### src/rtl/rv_instr_encoder.sv
// rv_instr_encoder: packs decoded RV32I field bundles into R/I/S/B/J words,
// buffers them in a DEPTH-entry FIFO and streams them to consecutive
// instruction-memory addresses starting at BASE_ADDR.
// Optional build macro: RV_ENC_IMM_CHECK_EN (range-check immediates at accept).
module rv_instr_encoder #(
    parameter int unsigned DEPTH     = 4,
    parameter int unsigned ADDR_W    = 10,
    parameter int unsigned BASE_ADDR = 0
) (
    input  logic              clk,
    input  logic              rst_n,
    input  logic              clear,
    input  logic              in_valid,
    output logic              in_ready,
    input  logic [2:0]        in_cls,
    input  logic [4:0]        in_rd,
    input  logic [4:0]        in_rs1,
    input  logic [4:0]        in_rs2,
    input  logic [2:0]        in_funct3,
    input  logic              in_funct7b5,
    input  logic [20:0]       in_imm,
    output logic              mem_we,
    input  logic              mem_ready,
    output logic [ADDR_W-1:0] mem_addr,
    output logic [31:0]       mem_wdata,
    output logic              busy,
    output logic              err,
    output logic [15:0]       words
);
    localparam int unsigned PTR_W = (DEPTH > 1) ? $clog2(DEPTH) : 1;
    localparam logic [ADDR_W-1:0] BASE = ADDR_W'(BASE_ADDR);

    typedef enum logic [2:0] {
        CLS_R      = 3'd0,
        CLS_I      = 3'd1,
        CLS_LOAD   = 3'd2,
        CLS_STORE  = 3'd3,
        CLS_BRANCH = 3'd4,
        CLS_JAL    = 3'd5
    } cls_e;

    logic [31:0]       r_mem [DEPTH];
    logic [PTR_W-1:0]  r_wptr;
    logic [PTR_W-1:0]  r_rptr;
    logic [PTR_W:0]    r_count;
    logic [ADDR_W-1:0] r_addr;
    logic [15:0]       r_words;
    logic              r_err;

    cls_e        w_cls;
    logic        w_full;
    logic        w_busy;
    logic        w_accept;
    logic        w_pop;
    logic        w_push;
    logic        w_legal;
    logic        w_shift;
    logic        w_imm_ok;
    logic [31:0] w_word;

    assign w_cls    = cls_e'(in_cls);
    assign w_full   = (r_count == (PTR_W + 1)'(DEPTH));
    assign w_busy   = (r_count != '0);
    assign in_ready = !w_full && !clear;
    assign w_accept = in_valid && in_ready;
    assign w_pop    = w_busy && mem_ready && !clear;
    assign w_legal  = (in_cls <= 3'd5);
    assign w_shift  = (w_cls == CLS_I) && (in_funct3[1:0] == 2'b01);
    assign w_push   = w_accept && w_legal && w_imm_ok;

    // Field packing into the 32-bit instruction word for the offered class
    always_comb begin
        w_word = '0;
        case (w_cls)
            CLS_R:      w_word = {1'b0, in_funct7b5, 5'b0, in_rs2, in_rs1, in_funct3, in_rd, 7'b0110011};
            CLS_I: begin
                w_word = {in_imm[11:0], in_rs1, in_funct3, in_rd, 7'b0010011};
                if (w_shift) w_word[31:20] = {1'b0, in_funct7b5, 5'b0, in_imm[4:0]};
            end
            CLS_LOAD:   w_word = {in_imm[11:0], in_rs1, in_funct3, in_rd, 7'b0000011};
            CLS_STORE:  w_word = {in_imm[11:5], in_rs2, in_rs1, in_funct3, in_imm[4:0], 7'b0100011};
            CLS_BRANCH: w_word = {in_imm[12], in_imm[10:5], in_rs2, in_rs1, in_funct3,
                                  in_imm[4:1], in_imm[11], 7'b1100011};
            CLS_JAL:    w_word = {in_imm[20], in_imm[10:1], in_imm[11], in_imm[19:12], in_rd, 7'b1101111};
            default:    w_word = '0;
        endcase
    end

`ifdef RV_ENC_IMM_CHECK_EN
    // Immediate range check: sign-extension bits must agree, offsets must be even
    always_comb begin
        w_imm_ok = 1'b1;
        case (w_cls)
            CLS_I: begin
                if (w_shift) w_imm_ok = (in_imm[20:5] == '0);
                else         w_imm_ok = (in_imm[20:11] == '0) || (&in_imm[20:11]);
            end
            CLS_LOAD, CLS_STORE: w_imm_ok = (in_imm[20:11] == '0) || (&in_imm[20:11]);
            CLS_BRANCH: w_imm_ok = ((in_imm[20:12] == '0) || (&in_imm[20:12])) && !in_imm[0];
            CLS_JAL:    w_imm_ok = !in_imm[0];
            default:    w_imm_ok = 1'b1;
        endcase
    end
`else
    logic w_unused_imm0;
    assign w_unused_imm0 = in_imm[0];
    assign w_imm_ok      = 1'b1;
`endif

    // FIFO storage and pointers; clear empties the queue but leaves storage as is
    always_ff @(posedge clk or negedge rst_n) begin
        if (!rst_n) begin
            r_wptr  <= '0;
            r_rptr  <= '0;
            r_count <= '0;
            for (int unsigned i = 0; i < DEPTH; i++) r_mem[i] <= '0;
        end else if (clear) begin
            r_wptr  <= '0;
            r_rptr  <= '0;
            r_count <= '0;
        end else begin
            if (w_push) begin
                r_mem[r_wptr] <= w_word;
                r_wptr        <= r_wptr + 1'b1;
            end
            if (w_pop) r_rptr <= r_rptr + 1'b1;
            case ({w_push, w_pop})
                2'b10:   r_count <= r_count + 1'b1;
                2'b01:   r_count <= r_count - 1'b1;
                default: r_count <= r_count;
            endcase
        end
    end

    // Write address, saturating word count and sticky error flag
    always_ff @(posedge clk or negedge rst_n) begin
        if (!rst_n) begin
            r_addr  <= BASE;
            r_words <= '0;
            r_err   <= 1'b0;
        end else if (clear) begin
            r_addr  <= BASE;
            r_words <= '0;
            r_err   <= 1'b0;
        end else begin
            if (w_pop) begin
                r_addr <= r_addr + ADDR_W'(4);
                if (r_words != '1) r_words <= r_words + 16'd1;
            end
            if (w_accept && !(w_legal && w_imm_ok)) r_err <= 1'b1;
        end
    end

    assign busy      = w_busy;
    assign mem_we    = w_busy;
    assign mem_wdata = r_mem[r_rptr];
    assign mem_addr  = r_addr;
    assign err       = r_err;
    assign words     = r_words;
endmodule

### config.mk
export PLATFORM = sky130hd
export DESIGN_NAME = rv_instr_encoder
export DESIGN_NICKNAME = d
export VERILOG_FILES = /design/src/rtl/rv_instr_encoder.sv
export SDC_FILE = /design/constraint.sdc
export NUM_CORES = 1
export LEC_CHECK = 0
export CORE_UTILIZATION = 45
export DETAILED_ROUTE_END_ITERATION = 16
export MAX_ROUTING_LAYER = met4
export PLACE_DENSITY = 0.75
export RECOVER_POWER = 50
export SETUP_SLACK_MARGIN = 0.3
export SLEW_MARGIN = 15
export SYNTH_ARGS = -nofsm -noshare
export SYNTH_HDL_FRONTEND = slang
export SYNTH_SLANG_ARGS = --single-unit
### constraint.sdc
create_clock -name clk -period 2.9 [get_ports clk]
set_input_delay 0.29 -clock clk [delete_from_list [all_inputs] [get_ports clk]]
set_output_delay 0.29 -clock clk [all_outputs]
set_load 0.01 [all_outputs]
Run 1, cell sizes after repair:
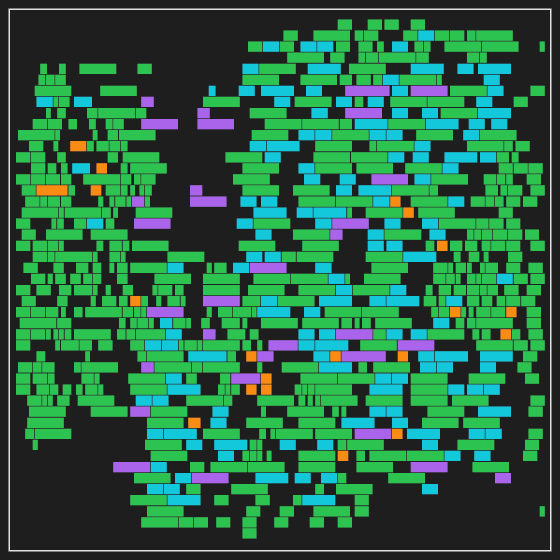
_6 and larger -> purple  # cells 31
_2 cells -> cyan  # cells 147
_3 and _4 cells -> orange  # cells 20
_0 and _1 cells -> green  # cells 521
Non-clk bufs: 131
Area growth syn-to-layout: 24.1%

Run 1, cells colored by class:
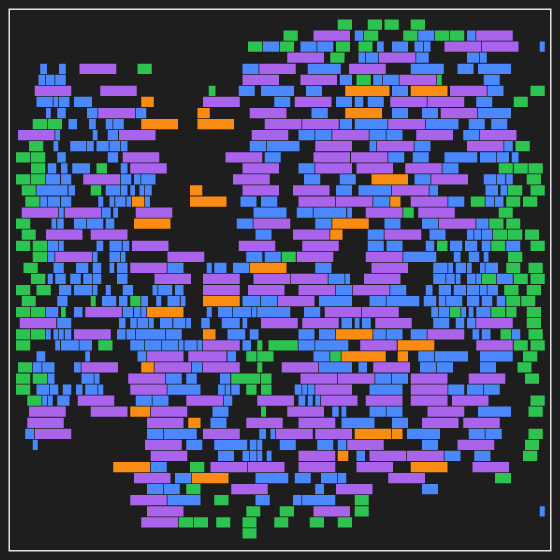
other buffers and delay cells -> green  # cells 131, share of their area 14%
clock drivers and dummy loads -> orange  # cells 32, share of their area 6.5%
flops -> purple  # cells 152, share of their area 41%
combinational and other logic -> blue  # cells 404, share of their area 39%
flop share of the area: 0.398
CORE AREA: 16600 sq um
Post-Layout Inst Area: 9550 sq um
Final Util: 0.574
row cnt: 47

Run 1, cell density map:
The bar under the picture is 50 microns long. The die is cut into 13 by 13 equal tiles; dark blue is low, red is high, 0 to 100% covered.
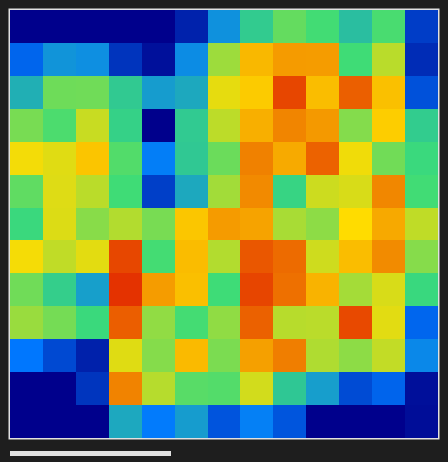
fullest tile = 94%
mean over tiles = 53%
tiles over 75% full = 25%
FP Core Util: 0.462

==> flow_summary.ini, run 1 <==
; physical design summary
[status]
status = completed

[placed_design]
place_congestion = 0.904
portBuffers = 107
hpwlAfterDp_microns = 12000

[drt]
drt_first_pass_iters = 5
post_drt_via_cell_ratio = 5.80

[sta]
fin_tns_setup_ps = 0
clock.fmax_mhz = 409
relSlewSlack = 0.217
min_period_ps = 2450
worst_slew_pin_slew_ps = 1170
hold_violations = 0

[clocking]
clk_pin_slew_worst_paths_ps = 60
cts_buffers = 17
clock_path_buffers = 2
ctsRootBufferMaster = clkbuf_16

[worst_setup_path]
r2r_cells = 4
crit-reg2reg-launch = r_count[0]$_DFFE_PN0P_
r2r-end = words[12]$_DFFE_PN0P_
cp-start-kind = flip-flop
crit_slowest_cell = clkdlybuf4s50_1
cp-endpoint = mem_wdata[24]
cp_cell_sequence = buf_6 -> mux4_2 -> clkdlybuf4s50_1
r2r_slack_ps = 550

[cells_and_area]
nNetsFinal = 761
comb_area_sq_um = 3560

[yosys]
yosysMostFrequentCell = dfrtp_1
syn_area_sq_um = 7700
ys_sh_simple = 0.102
yosys-top-cells-count = dfrtp_1, mux2_2, mux4_2, nand2_1, a21oi_1
yosys_warnings = 0
synth.distinct_cells = 57
mux_area_frac = 0.262

[floorplan]
die-area_sq_um = 17600
die_y_microns = 133
num_io_pins = 110
## run 1: sequential cells by signal, indices dropped and copies added, names as in the netlist
register / count
err: 1
mem_addr: 8
r_count: 3
r_mem: 120
r_rptr: 2
r_wptr: 2
words: 16
## run 1: worst min-delay path by stage
stage / cells after the start / slack, ps / startpoint / end
CTS: 1 / 470 / r_mem[33]$_DFFE_PN0P_ / r_mem[33]$_DFFE_PN0P_
finish: 1 / 470 / r_mem[33]$_DFFE_PN0P_ / r_mem[33]$_DFFE_PN0P_
global placement: 1 / 400 / rst_n / r_mem[99]$_DFFE_PN0P_
detailed placement: 1 / 410 / rst_n / r_mem[99]$_DFFE_PN0P_
floorplan: 0 / -6 / rst_n / err$_DFFE_PN0P_
global route: 1 / 500 / r_mem[65]$_DFFE_PN0P_ / r_mem[65]$_DFFE_PN0P_
## run 1: critical path: cells and delay by family, from the launching register on
family                 cells  cell delay [ps]
flip-flops                 1              360
buffers and inverters      2              820
multiplexers               1              540
## run 1: layer usage
layer / part of all wire / vias to the layer above / global-route usage
met5: 0 / - / -
met2: 0.49 / 203 / 0.362
met4: 0.016 / 0 / 0.0619
met1: 0.43 / 2774 / 0.283
li1: - / 2438 / -
met3: 0.061 / 29 / 0.0513
## run 1: cell type report
type,instances,share of cell area
Clock buffer,18,0.0460
Clock inverter,14,0.0168
Inverter,13,0.00511
Multi-Input combinational cell,391,0.373
Sequential cell,152,0.398
Tap cell,220,0.0288
Timing Repair Buffer,131,0.132
## run 1: placed cells by master (no fill, tap or decap), drive strengths merged, types with 12 or more instances in the layout
cell / Yosys / layout
dfrtp: 152 / 152
mux2: 112 / 112
clkdlybuf4s50: 0 / 94
nand2: 30 / 30
mux4: 30 / 30
a21oi: 25 / 25
clkbuf: 16 / 25
nor2: 20 / 20
inv: 12 / 19
nor2b: 18 / 18
buf: 31 / 17
o21ai: 13 / 13
dlygate4sd3: 0 / 13
nand4: 12 / 12
## run 1: repair_timing
item	CTS	global route
resized	0	1
hold buffers	1	0
hold endpoints to repair	85	0
endpoints found under the setup margin	0	18
## run 1: power breakdown
| group | switching, mW | internal [mW] |
|---|---|---|
| Clock | 0.921 | 1.31 |
| Combinational | 0.917 | 1.37 |
| Sequential | 0.310 | 2.62 |
| Total | 2.15 | 5.30 |
## run 1: logic make-up after synthesis
| logic type | Yosys count |
|---|---|
| xor gates and xnor gates | 12 |
| AOI/OAI and AO/OA | 84 |
| muxes | 150 |
| other | 1 |
| adders and majority gates | 7 |
| DFF | 152 |
| buffers and inverters | 60 |
| and+or+nand+nor | 136 |
## run 1: through the flow
stage               instances  power [mW]  area (sq um)   util
floorplan                 603        4.26          7700      -
global placement          906        5.17          9000  0.541
detailed placement        906        5.28          9000  0.541
CTS                       939        7.54          9610  0.577
global route              939        7.81          9550  0.574
finish                    939        7.44          9550  0.574
Run 1, routing congestion:
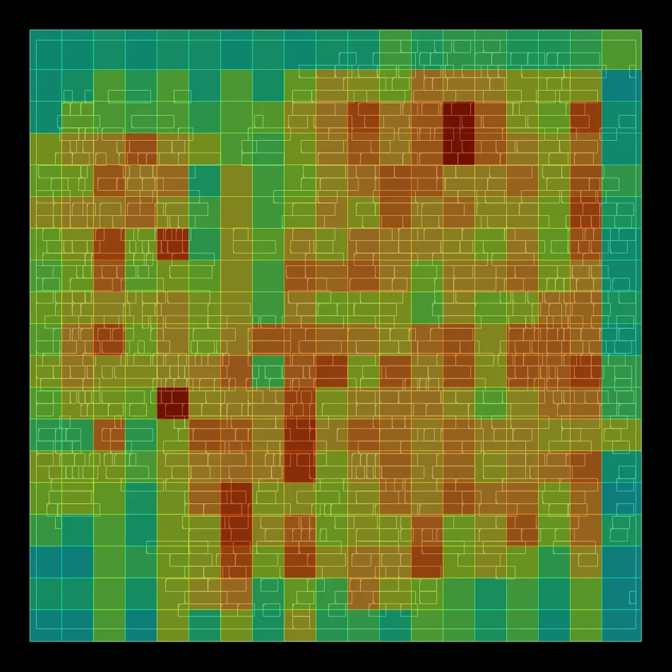

--- run 2 (diff from run 1) ---
--- a/config.mk
+++ b/config.mk
@@ -8,7 +8,7 @@
 export CORE_UTILIZATION = 45
 export DETAILED_ROUTE_END_ITERATION = 16
 export MAX_ROUTING_LAYER = met4
-export PLACE_DENSITY = 0.75
+export PLACE_DENSITY = 0.78
 export RECOVER_POWER = 50
 export SETUP_SLACK_MARGIN = 0.3
 export SLEW_MARGIN = 15
==> constraint.sdc (replaced) <==
create_clock -name clk -period 2.1 [get_ports clk]
set_input_delay 0.21 -clock clk [delete_from_list [all_inputs] [get_ports clk]]
set_output_delay 0.21 -clock clk [all_outputs]
set_load 0.01 [all_outputs]
Run 2, routing congestion:
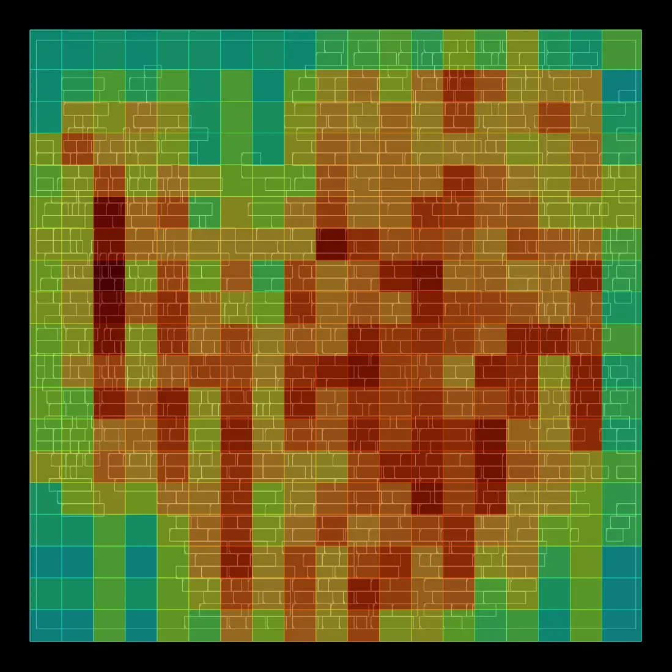
met3 usage: 0.0467
Final Util: 0.703

==> flow_summary.ini, run 2 <==
; physical design summary
[worst_setup_path]
end_kind = flip-flop
arrival_ps = 2390
crit_slowest_cell = dfrtp_2
critical_path_class = reg2reg
required_ps = 2410
cp_num_buf_inv = 5
crit_family = buffers and inverters
cp_cell_sequence = buf_6 -> or3b_4 -> buf_6 -> buf_6 -> nand4_4 -> buf_12 -> buf_16 -> mux2_4
r2r_slack_ps = 30
cp-start-kind = flip-flop

[power]
pwr-share-comb = 0.411
intPower_mw = 8.23
fin_total_pwr_mw = 12.0
switchingPower_mw = 3.79
clock_power_share = 0.245
swShare = 0.315
pwr-share-seq = 0.344
power_density_nw_per_um2 = 1030

[yosys]
syn_inst = 602
yosys-top-cells-count = dfrtp_1, mux2_2, mux4_2, nand2_1, a21oi_1
flop_cell = dfrtp_1
syn_area_per_cell_sq_um = 12.8
yosys_warnings = 0
synth.distinct_cells = 57
syn_area_sq_um = 7700
top_area_cell = dfrtp_1
yosysMostFrequentCell = dfrtp_1

[cells_and_area]
layout_top_cell = dfrtp_1
final_cells = 1038
nNetsFinal = 860
layout_top_cells = dfrtp_1, mux2_4, buf_6, clkdlybuf4s50_1, buf_4
largest_reg_flops = 120
area_growth_pct = 51.9
final_layout_size_suffix_gt1_frac = 0.498
top_register = r_mem

[drt]
via_count = 6194
drt_first_pass_iters = 4
avgRoutedWirePerCell_microns = 23.9
drc = 0
wl_microns = 24800
post_drt_via_cell_ratio = 5.97

[min_path]
min_path_type = in2reg

[grt]
track_usage = 0.277
grt_pass1_vias = 6411
grt_max_degree = 58
grt_pass1_wl_microns = 35800

[floorplan]
die_w_microns = 133
die-area_sq_um = 17600
core_area_sq_um = 16600
num_io_pins = 110
rows = 47
fp_util = 0.462
die_y_microns = 133

[sta]
clock.fmax_mhz = 483
relSlewSlack = 0.146
hold_violations = 0
min_period_ps = 2070
clock_skew_ps = 10.4
timing.final.max_slew_violations = 0
worst_slew_pin_slew_ps = 1280

[placed_design]
portBuffers = 107
dp_cells = 929
place_congestion = 0.847
hpwlAfterDp_microns = 12100

[status]
status = completed

[clocking]
clock_latency_ps = 430
cts_buffers = 17
ctsRootBufferMaster = clkbuf_16
htreeDepth = 4
clk_pin_slew_worst_paths_ps = 70
clock_path_buffers = 2

[flow_run]
maxCapViolations = 0
warning_count = 32
run 2: cell types whose count changed in the layout (fill, tap and decap cells not counted), sizes merged:
cell	previous run	this run
buf	17	151
bufinv	2	0
clkbuf	25	22
clkdlybuf4s50	94	53
clkinv	2	6
clkinvlp	4	2
dlygate4sd3	13	18
dlymetal6s2s	0	1
inv	19	20
or2	1	2
or3	4	5
run 2: tightest hold or removal path: cells and delay by family:
kind	cells	cell delay, ps
and+or+nand+nor	1	100
buffers and inverters	2	400
run 2: cell families (layout without fill, tap and decap cells):
family	Yosys count	in the layout	synth area share
AND-OR/OR-AND	84	84	0.0754
XOR/XNOR	12	12	0.0137
adder cells (fa/ha/maj)	7	7	0.0124
buffers and inverters	60	273	0.0400
flip-flops	152	152	0.494
multiplexers	150	150	0.262
other	1	2	0.000487
AND/OR/NAND/NOR	136	138	0.102
run 2: path summary, 6_finish.rpt:
check                                       startpoint                      end  cells after the start
worst min-delay path                             clear  mem_addr[7]$_DFFE_PN0P_                      3
worst min register to register  r_mem[126]$_DFFE_PN0P_   r_mem[126]$_DFFE_PN0P_                      2
min in group asynchronous                        rst_n    r_mem[87]$_DFFE_PN0P_                      2
worst max-delay path            r_count[0]$_DFFE_PN0P_    r_mem[46]$_DFFE_PN0P_                      8
worst max register to register  r_count[0]$_DFFE_PN0P_    r_mem[46]$_DFFE_PN0P_                      8
max in group asynchronous                        rst_n    r_mem[20]$_DFFE_PN0P_                      3
run 2: final cells by class:
type,count,area (sq um),share of cell area
clock inverters,15,136,0.0117
clock buffers,17,425,0.0364
multi-input cells,393,4350,0.372
well taps,220,275,0.0235
repair buffers,228,2640,0.226
flip-flops and latches,152,3820,0.327
inverters,13,48.8,0.00417
run 2: repair_timing:
item                       in CTS  in global routing
hold buffers                    1                  0
gates resized                 254                170
pin swaps                       7                 24
cloned                         13                  3
hold endpoints to repair       49                  0
setup endpoints to repair     155                170
setup buffers                  50                 10
run 2: stage by stage:
stage	cell area [sq um]	util	setup TNS (ps)	worst slack (ps)
floorplan	7790	-	0	269
global placement	9310	0.560	0	10.2
detailed placement	9310	0.560	-111	-48.8
CTS	11000	0.660	0	20.8
global route	11700	0.703	-53.1	-25.1
finish	11700	0.703	0	27.6
run 2: routing by layer:
| layer | wire length (microns) | track usage |
|---|---|---|
| met2 | 12500 | 0.459 |
| met4 | 760 | 0.107 |
| met1 | 10300 | 0.339 |
| met3 | 1260 | 0.0467 |
| met5 | 0 | - |
run 2: power by group through the flow:
stage	clock (mW)	sequential [mW]	combinational, mW
finish	2.94	4.14	4.93
detailed placement	0	4.11	3.34
CTS	2.94	4.01	4.19
global route	3.12	4.19	5.19
global placement	0	4.03	3.25
floorplan	0	3.91	2.06
--- run 3 (diff from run 2) ---
--- a/config.mk
+++ b/config.mk
@@ -11,7 +11,7 @@
 export PLACE_DENSITY = 0.78
 export RECOVER_POWER = 50
 export SETUP_SLACK_MARGIN = 0.3
-export SLEW_MARGIN = 15
+export SLEW_MARGIN = 40
 export SYNTH_ARGS = -nofsm -noshare
 export SYNTH_HDL_FRONTEND = slang
 export SYNTH_SLANG_ARGS = --single-unit
Run 3, routing congestion:
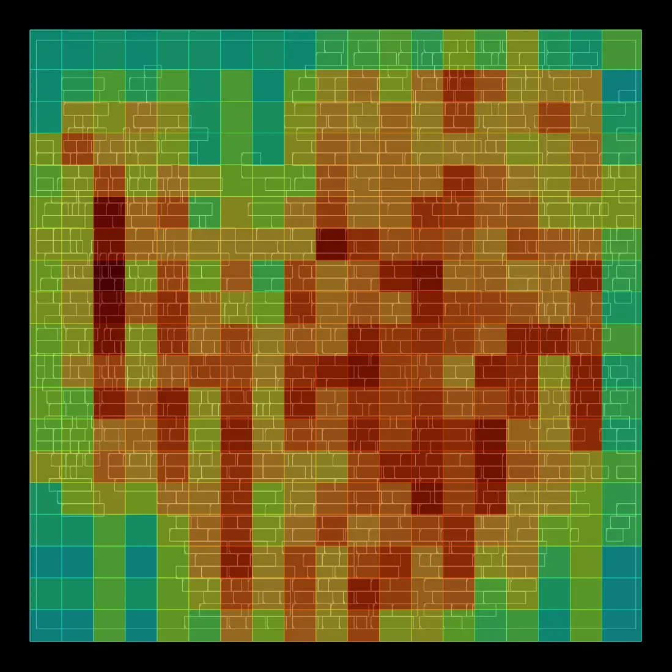
met2 usage: 0.459
GRT Total Usage: 0.277
Avg WL per Cell: 23.9 microns
busiest layer in global routing: met2
M1 GR Usage: 0.339

==> flow_summary.ini, run 3 <==
; physical design summary
[yosys]
syn_area_per_cell_sq_um = 12.8
top_area_cell = dfrtp_1
yosysMostFrequentCell = dfrtp_1
syn_area_sq_um = 7700
yosys-top-cells-count = dfrtp_1, mux2_2, mux4_2, nand2_1, a21oi_1
flop_cell = dfrtp_1
syn_inst = 602
top_cells_by_area = dfrtp_1, mux2_2, mux4_2
synth.distinct_cells = 57

[drt]
wl_microns = 24800
drt_first_pass_iters = 4
post_drt_via_cell_ratio = 5.97
via_count = 6194
drc = 0

[worst_setup_path]
critical_path_class = reg2reg
r2r_slack_ps = 30
required_ps = 2410
r2r_cells = 8
arrival_ps = 2390
end_kind = flip-flop
crit-reg2reg-launch = r_count[0]$_DFFE_PN0P_
r2r-end = r_mem[46]$_DFFE_PN0P_

[cells_and_area]
final_layout_size_suffix_gt1_frac = 0.498
layout_top_cell = dfrtp_1
area_growth_pct = 51.9
layout_top_cells = dfrtp_1, mux2_4, buf_6, clkdlybuf4s50_1, buf_4
largest_reg_flops = 120
top_register = r_mem
nNetsFinal = 860

[grt]
grt.met3_usage = 0.0467
grt_pass1_vias = 6411
grt_max_degree = 58
grt_pass1_wl_microns = 35800

[clocking]
clock_path_buffers = 2
clk_pin_slew_worst_paths_ps = 70
htreeDepth = 4
cts_buffers = 17
ctsRootBufferMaster = clkbuf_16
clock_latency_ps = 430

[sta]
clock.fmax_mhz = 483
timing.final.max_slew_violations = 0
worst_slew_pin_slew_ps = 1280
relSlewSlack = 0.146
clock_skew_ps = 10.4
min_period_ps = 2070

[placed_design]
hpwlAfterDp_microns = 12100
placed_cell_area_sq_um = 9310
place_congestion = 0.847
portBuffers = 107

[min_path]
hold_start = clear
min_path_type = in2reg
worstHoldPathCells = 3
hold_path_end = mem_addr[7]$_DFFE_PN0P_

[floorplan]
die-area_sq_um = 17600
rows = 47
die_y_microns = 133
num_io_pins = 110
fp_util = 0.462

[flow_run]
maxCapViolations = 0
warning_count = 32

[status]
status = completed

[power]
fin_total_pwr_mw = 12.0
power_density_nw_per_um2 = 1030
run 3: critical path, cell delays in order, from the launching register on:
cell,delay [ps]
dfrtp_2,430
buf_6,120
or3b_4,420
buf_6,140
buf_6,110
nand4_4,140
buf_12,150
buf_16,140
mux2_4,310
run 3: routing by layer:
layer / up-vias / share of wire
met2: 269 / 0.50
met5: - / 0
met3: 59 / 0.051
met4: 0 / 0.031
li1: 2634 / -
met1: 3232 / 0.41
run 3: worst max path at each step:
stage / cells after the start / slack [ps] / end / start
2_1_floorplan: 8 / 270 / r_count[1]$_DFFE_PN0P_ / r_count[1]$_DFFE_PN0P_
3_3_place_gp: 5 / 10 / words[9]$_DFFE_PN0P_ / clear
3_5_place_dp: 5 / -50 / words[12]$_DFFE_PN0P_ / mem_ready
4_1_cts: 5 / 20 / mem_wdata[21] / r_rptr[0]$_DFFE_PN0P_
5_1_grt: 5 / -30 / mem_wdata[21] / r_rptr[0]$_DFFE_PN0P_
6_report: 8 / 30 / r_mem[46]$_DFFE_PN0P_ / r_count[0]$_DFFE_PN0P_
run 3: timing repair:
item                       CTS  global route
hold endpoints to repair    49             0
resized                    254           170
hold buffers                 1             0
setup endpoints to repair  155           170
pin swaps                    7            24
buffers inserted            50            10
cloned                      13             3
run 3: cell type report:
| cell class | instances | area [sq um] | area share |
|---|---|---|---|
| clock buffers | 17 | 425 | 0.0364 |
| clock inverters | 15 | 136 | 0.0117 |
| well taps | 220 | 275 | 0.0235 |
| inverters | 13 | 48.8 | 0.00417 |
| flip-flops and latches | 152 | 3820 | 0.327 |
| repair buffers | 228 | 2640 | 0.226 |
| multi-input cells | 393 | 4350 | 0.372 |
run 3: power breakdown:
group / switching [mW] / internal (mW) / leakage (nW) / total (mW)
logic: 1.89 / 3.04 / 3.19 / 4.93
clock network: 1.38 / 1.56 / 0.271 / 2.94
registers: 0.511 / 3.63 / 2.01 / 4.14
run 3: logic make-up after synthesis:
kind of cell    count (synthesis)  synth area share
other cells                     1          0.000487
xor+xnor                       12            0.0137
simple gates                  136             0.102
flops                         152             0.494
fa+ha+maj                       7            0.0124
buf+inv                        60            0.0400
mux                           150             0.262
compound gates                 84            0.0754
run 3: stage by stage:
step | TNS [ps] | hold slack, ps | util | worst slack [ps] | std cells
5_1_grt | -53.1 | 337 | 0.703 | -25.1 | 1038
3_5_place_dp | -111 | 185 | 0.560 | -48.8 | 929
4_1_cts | 0 | 314 | 0.660 | 20.8 | 1025
6_report | 0 | 325 | 0.703 | 27.6 | 1038
2_1_floorplan | 0 | -85.6 | - | 269 | 603
3_3_place_gp | 0 | 174 | 0.560 | 10.2 | 929
Power figures rest on the tool's default switching activity, not on a simulated workload.
